`src/rtl/plc_watch_list.sv`:
```
// Watch-list storage: entries, (addr,way) CAM match, lowest-free and
// lowest-pending priority encoders, per-entry pending bits.
module plc_watch_list #(
  parameter int ADDR_WIDTH = 8,
  parameter int WAY_WIDTH  = 4,
  parameter int DATA_SIZE  = 64,
  parameter int LIST_DEPTH = 8,
  localparam int IDX_W     = $clog2(LIST_DEPTH)
) (
  input  logic                  clk,
  input  logic                  rst_n,
  input  logic [ADDR_WIDTH-1:0] addr_in,
  input  logic [WAY_WIDTH-1:0]  way_in,
  input  logic [DATA_SIZE-1:0]  data,
  input  logic                  upd_en,     // refresh golden of hit entry
  input  logic                  alloc_en,   // allocate at free_idx
  input  logic                  watch_en,   // watch write: set pending on hit
  input  logic                  clr_en,     // check done for clr_idx
  input  logic [IDX_W-1:0]      clr_idx,
  input  logic                  clr_keep,   // entry re-hit while under check
  input  logic [IDX_W-1:0]      chk_idx,
  output logic                  hit,
  output logic [IDX_W-1:0]      hit_idx,
  output logic [IDX_W-1:0]      free_idx,
  output logic                  list_full,
  output logic                  pend_any,
  output logic [IDX_W-1:0]      pend_idx,
  output logic [ADDR_WIDTH-1:0] pend_addr,
  output logic [WAY_WIDTH-1:0]  pend_way,
  output logic [ADDR_WIDTH-1:0] chk_addr,
  output logic [WAY_WIDTH-1:0]  chk_way,
  output logic [DATA_SIZE-1:0]  chk_golden
);

  typedef struct packed {
    logic                  valid;
    logic [ADDR_WIDTH-1:0] addr;
    logic [WAY_WIDTH-1:0]  way;
    logic [DATA_SIZE-1:0]  golden;
  } entry_t;

  entry_t                ent_q [LIST_DEPTH];
  entry_t                ent_d [LIST_DEPTH];
  logic [LIST_DEPTH-1:0] pend_q, pend_d;
  logic [LIST_DEPTH-1:0] match, valid_v;

  for (genvar g = 0; g < LIST_DEPTH; g++) begin : g_cam
    assign valid_v[g] = ent_q[g].valid;
    assign match[g]   = ent_q[g].valid && (ent_q[g].addr == addr_in) &&
                        (ent_q[g].way == way_in);
  end

  assign list_full  = &valid_v;
  assign hit        = |match;
  assign pend_any   = |pend_q;
  assign pend_addr  = ent_q[pend_idx].addr;
  assign pend_way   = ent_q[pend_idx].way;
  assign chk_addr   = ent_q[chk_idx].addr;
  assign chk_way    = ent_q[chk_idx].way;
  assign chk_golden = ent_q[chk_idx].golden;

  // Lowest-index priority encoders for hit, free slot and pending check.
  always_comb begin
    hit_idx  = '0;
    free_idx = '0;
    pend_idx = '0;
    for (int i = LIST_DEPTH - 1; i >= 0; i--) begin
      if (match[i])    hit_idx  = IDX_W'(i);
      if (!valid_v[i]) free_idx = IDX_W'(i);
      if (pend_q[i])   pend_idx = IDX_W'(i);
    end
  end

  // Entry updates and pending set/clear; a re-hit during a check survives the clear.
  always_comb begin
    for (int i = 0; i < LIST_DEPTH; i++) begin
      ent_d[i]  = ent_q[i];
      pend_d[i] = pend_q[i] | (watch_en && hit && (hit_idx == IDX_W'(i)));
      if (upd_en && (hit_idx == IDX_W'(i)))
        ent_d[i].golden = data;
      if (alloc_en && (free_idx == IDX_W'(i)))
        ent_d[i] = '{valid: 1'b1, addr: addr_in, way: way_in, golden: data};
      if (clr_en && (clr_idx == IDX_W'(i)))
        pend_d[i] = clr_keep | (watch_en && hit && (hit_idx == IDX_W'(i)));
    end
  end

  // Entry and pending state registers.
  always_ff @(posedge clk or negedge rst_n) begin
    if (!rst_n) begin
      for (int i = 0; i < LIST_DEPTH; i++) ent_q[i] <= '0;
      pend_q <= '0;
    end else begin
      for (int i = 0; i < LIST_DEPTH; i++) ent_q[i] <= ent_d[i];
      pend_q <= pend_d;
    end
  end

endmodule

```
`config.mk`:
```
export PLATFORM = sky130hd
export DESIGN_NAME = plc_watch_list
export DESIGN_NICKNAME = d
export VERILOG_FILES = /design/src/rtl/plc_watch_list.sv
export SDC_FILE = /design/constraint.sdc
export NUM_CORES = 1
export LEC_CHECK = 0
export ABC_CLOCK_PERIOD_IN_PS = 3400
export CORE_UTILIZATION = 35
export CTS_BUF_LIST = sky130_fd_sc_hd__clkbuf_8
export DETAILED_ROUTE_END_ITERATION = 10
export SLEW_MARGIN = 40
export SYNTH_ARGS = -nofsm -noshare
export SYNTH_HDL_FRONTEND = slang
export SYNTH_SLANG_ARGS = --single-unit
```
`constraint.sdc`:
```
create_clock -name clk -period 3.4 [get_ports clk]
set_clock_uncertainty 0.1 [all_clocks]
set_input_delay 0.68 -clock clk [delete_from_list [all_inputs] [get_ports clk]]
set_output_delay 0.68 -clock clk [all_outputs]
set_load 0.005 [all_outputs]
```
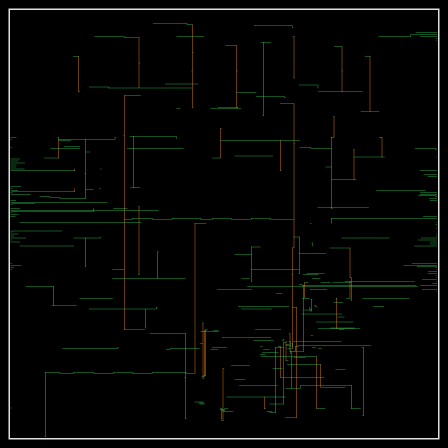
(images/wires.png)
Only two layers are drawn.
metal 4 -> orange  # wire length 1,890 um
metal 3 -> green  # wire length 3,640 um

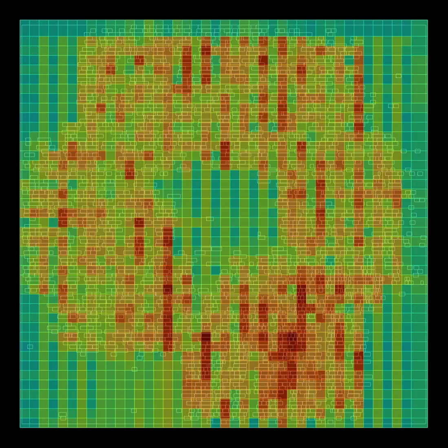
(images/congestion.png)
GRT Resource Usage Total: 0.1879
final core utilization: 0.4496
met1 Use GR: 0.2470

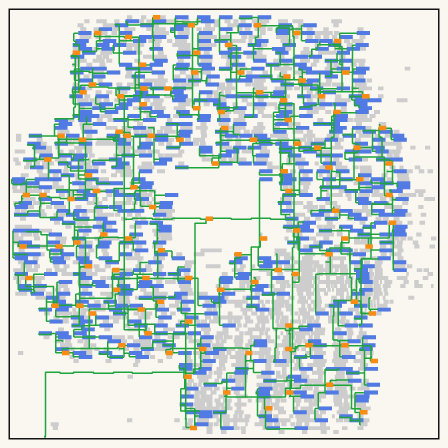
(images/clk_routes.png)
clock wires -> green  # length 8,930 um
clock drivers -> orange  # count 108
flip-flops -> blue  # count 624
flops lie = widely spread
routed clock nets = 109

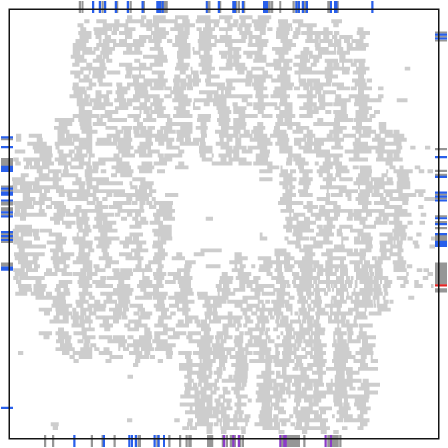
(images/io_placement.png)
Pins as bars across the die edge, other pins in grey.
pend_addr -> purple  # pins 8, direction output, edge bottom
clr_keep -> red  # pins 1, direction input, edge right
data -> blue  # pins 64, direction input, edge 26 top, 17 left, 13 right, 8 bottom
all pins by edge = 61 bottom, 53 top, 41 right, 34 left

==> changes_impl.md <==
### Changed

- Hold path depth: 4
- Startpoint Class: register
- Final GP Congestion: approximately 0.83
- Largest net degree at the start of global routing: 90
- Status: finished with violations
- Seq/Total Area, Yosys: 0.5208
- # IOs: between 150 and 200
- Clock sinks: approximately 620
- Die X: ~300 um
- Nets@finish: between 2k and 2.5k
- Final non-filler cell total: roughly 3.5k
- Violated checks: negative setup slack
- Floorplan Nets: slightly below 2k
- RSZ-0062 raised after global routing: yes
- Initial core utilization: 0.3560
- Critical path class: register to primary output
- Clk latency late pin: between 700 and 800 ps
- Areal power density over the cells: roughly 920 mW/mm2
- Design area: roughly 0.038 mm2
- Most used cell, CP: buf_12
- Critical Path AT: roughly 2800 ps
- Crit path cell chain: nor2_4 > nor3_4 > o31ai_2 > inv_2 > buf_12 > buf_12 > mux4_2 > mux2_4 > buf_6
- Period utilisation layout: 1.061
- Commonest flop: dfrtp_1
- Synth cell count leaders: 624 x dfrtp_1, 554 x mux2_2, 176 x mux4_2
- Syn-to-layout area delta: 26.28%
- Mapped Area: 0.02999 mm2
- CTS Buf Count: 108
- Final HPWL DP: 51.36 mm
- Setup Viol. Count Final: 15
- Worst-margin pin slew: 633.8 ps
- Post-synth EDFFs: 0
- Final wirelength: roughly 80 mm
- First-pass GRT wire length: about 120 mm
- YS warnings: 0
- Drt via density: 5.206
- Synth top area share: 0.5208
- Tool Warnings: 28
- Num rows: approximately 110
- Post-synth regs: roughly 620
- Final Max-Slew Violation Tally: 0
- Core region area: about 0.084 mm2
- Final WS setup: -208.6 ps
- Cells in synth_stat.txt: 1,884
- R2R cell count: 10
- DR DRC count: 0
- Iteration-0 DRC count of the detailed router: between 1k and 1.5k
- DRT Pass-1 Iters: 4
- Yosys chip area: between 0.02 and 0.03 mm2
- Overflow after GRT: 0
- End of the worst hold path: ent_q[149]
- Initial antenna violation count: 5
- Die area: between 0.08 and 0.09 mm2
- Flop2flop setup slack: ~60 ps
worst max path at each step:
stage | start | endpoint | slack, ps | cells past startpoint
after floorplan | chk_idx[0] | chk_addr[0] | 20 | 5
final | pend_q[7] | pend_way[3] | -210 | 9
after detailed placement | addr_in[5] | ent_q[501] | -830 | 11
after CTS | pend_q[6] | pend_addr[7] | -350 | 9
after global placement | addr_in[1] | hit | -820 | 8
after global routing | pend_q[7] | pend_addr[7] | -330 | 9
cell families (layout without fill, tap and decap cells):
kind of cell,count (synthesis),count (layout),share of synthesized area
mux,879,879,0.3959
flops,624,624,0.5208
buf+inv,139,630,0.02299
simple gates,112,112,0.02178
xor+xnor,96,96,0.02804
compound gates,34,34,0.01052
other cells,0,1,0
sequential cells by signal (all words and copies together), names as in the netlist:
signal  cells
ent_q     616
pend_q      8
stage by stage:
| step | power [mW] | hold WS, ps | setup TNS [ps] | utilization |
|---|---|---|---|---|
| 6_report | 34.91 | 352.6 | -2294 | 0.4496 |
| 2_1_floorplan | 21.98 | 284.4 | 0 | - |
| 3_3_place_gp | 26.98 | 361.8 | -288100 | 0.4084 |
| 3_5_place_dp | 27.63 | 374.0 | -293080 | 0.4085 |
| 4_1_cts | 35.12 | 386.7 | -4128 | 0.4456 |
| 5_1_grt | 36.94 | 328.0 | -4195 | 0.4496 |
metal layers:
| metal | vias to the layer above | track usage | share of wire |
|---|---|---|---|
| li1 | 7918 | - | - |
| met1 | 9809 | 0.2470 | 0.43 |
| met2 | 401 | 0.3129 | 0.50 |
| met3 | 137 | 0.03627 | 0.045 |
| met4 | 8 | 0.05755 | 0.023 |
| met5 | - | 0 | 0.00077 |
final cells by class:
type	count	area (um2)
Timing Repair Buffer	425	4400
Sequential cell	624	15630
Clock buffer	133	1831
Clock inverter	64	302.8
Tap cell	1134	1419
Inverter	8	30.03
Fill cell	7393	46350
Multi-Input combinational cell	1121	14250
Antenna cell	1	2.502
critical path: cells and delay by family, from the launching register on:
family / cells / cell delay (ps)
and+or+nand+nor: 2 / 200
muxes: 2 / 730
AOI/OAI and AO/OA: 1 / 210
buffers and inverters: 4 / 570
DFF: 1 / 410
report_power, final:
part | total [mW] | leakage (nW) | switching [mW] | internal, mW
logic | 14.8 | 7.21 | 5.66 | 9.13
clock network | 6.69 | 1.28 | 3.10 | 3.59
registers | 13.4 | 7.47 | 2.26 | 11.2
total | 34.9 | 16.0 | 11.0 | 23.9
layout by cell type, fill, tap and decap left out, drive strengths merged, types with 9 or more instances in the layout:
cell	synthesis	routed
buf	89	254
clkbuf	42	139
clkdlybuf4s50	0	152
clkinv	0	14
dfrtp	624	624
inv	8	56
mux2	696	696
mux4	176	176
nand2	21	21
nand3	13	13
nand4	19	19
nor2	13	13
nor4	11	11
o21ai	10	10
or2	9	9
xnor2	96	96
what timing repair did:
item / CTS / global route
pin swaps: 39 / 32
setup endpoints to repair: 82 / 37
gates resized: 170 / 51
gates cloned: 1 / 2
hold buffers: 1 / 0
endpoints found under the hold margin: 53 / 0
buffers inserted: 68 / 15
Power figures rest on the tool's default switching activity, not on a simulated workload.
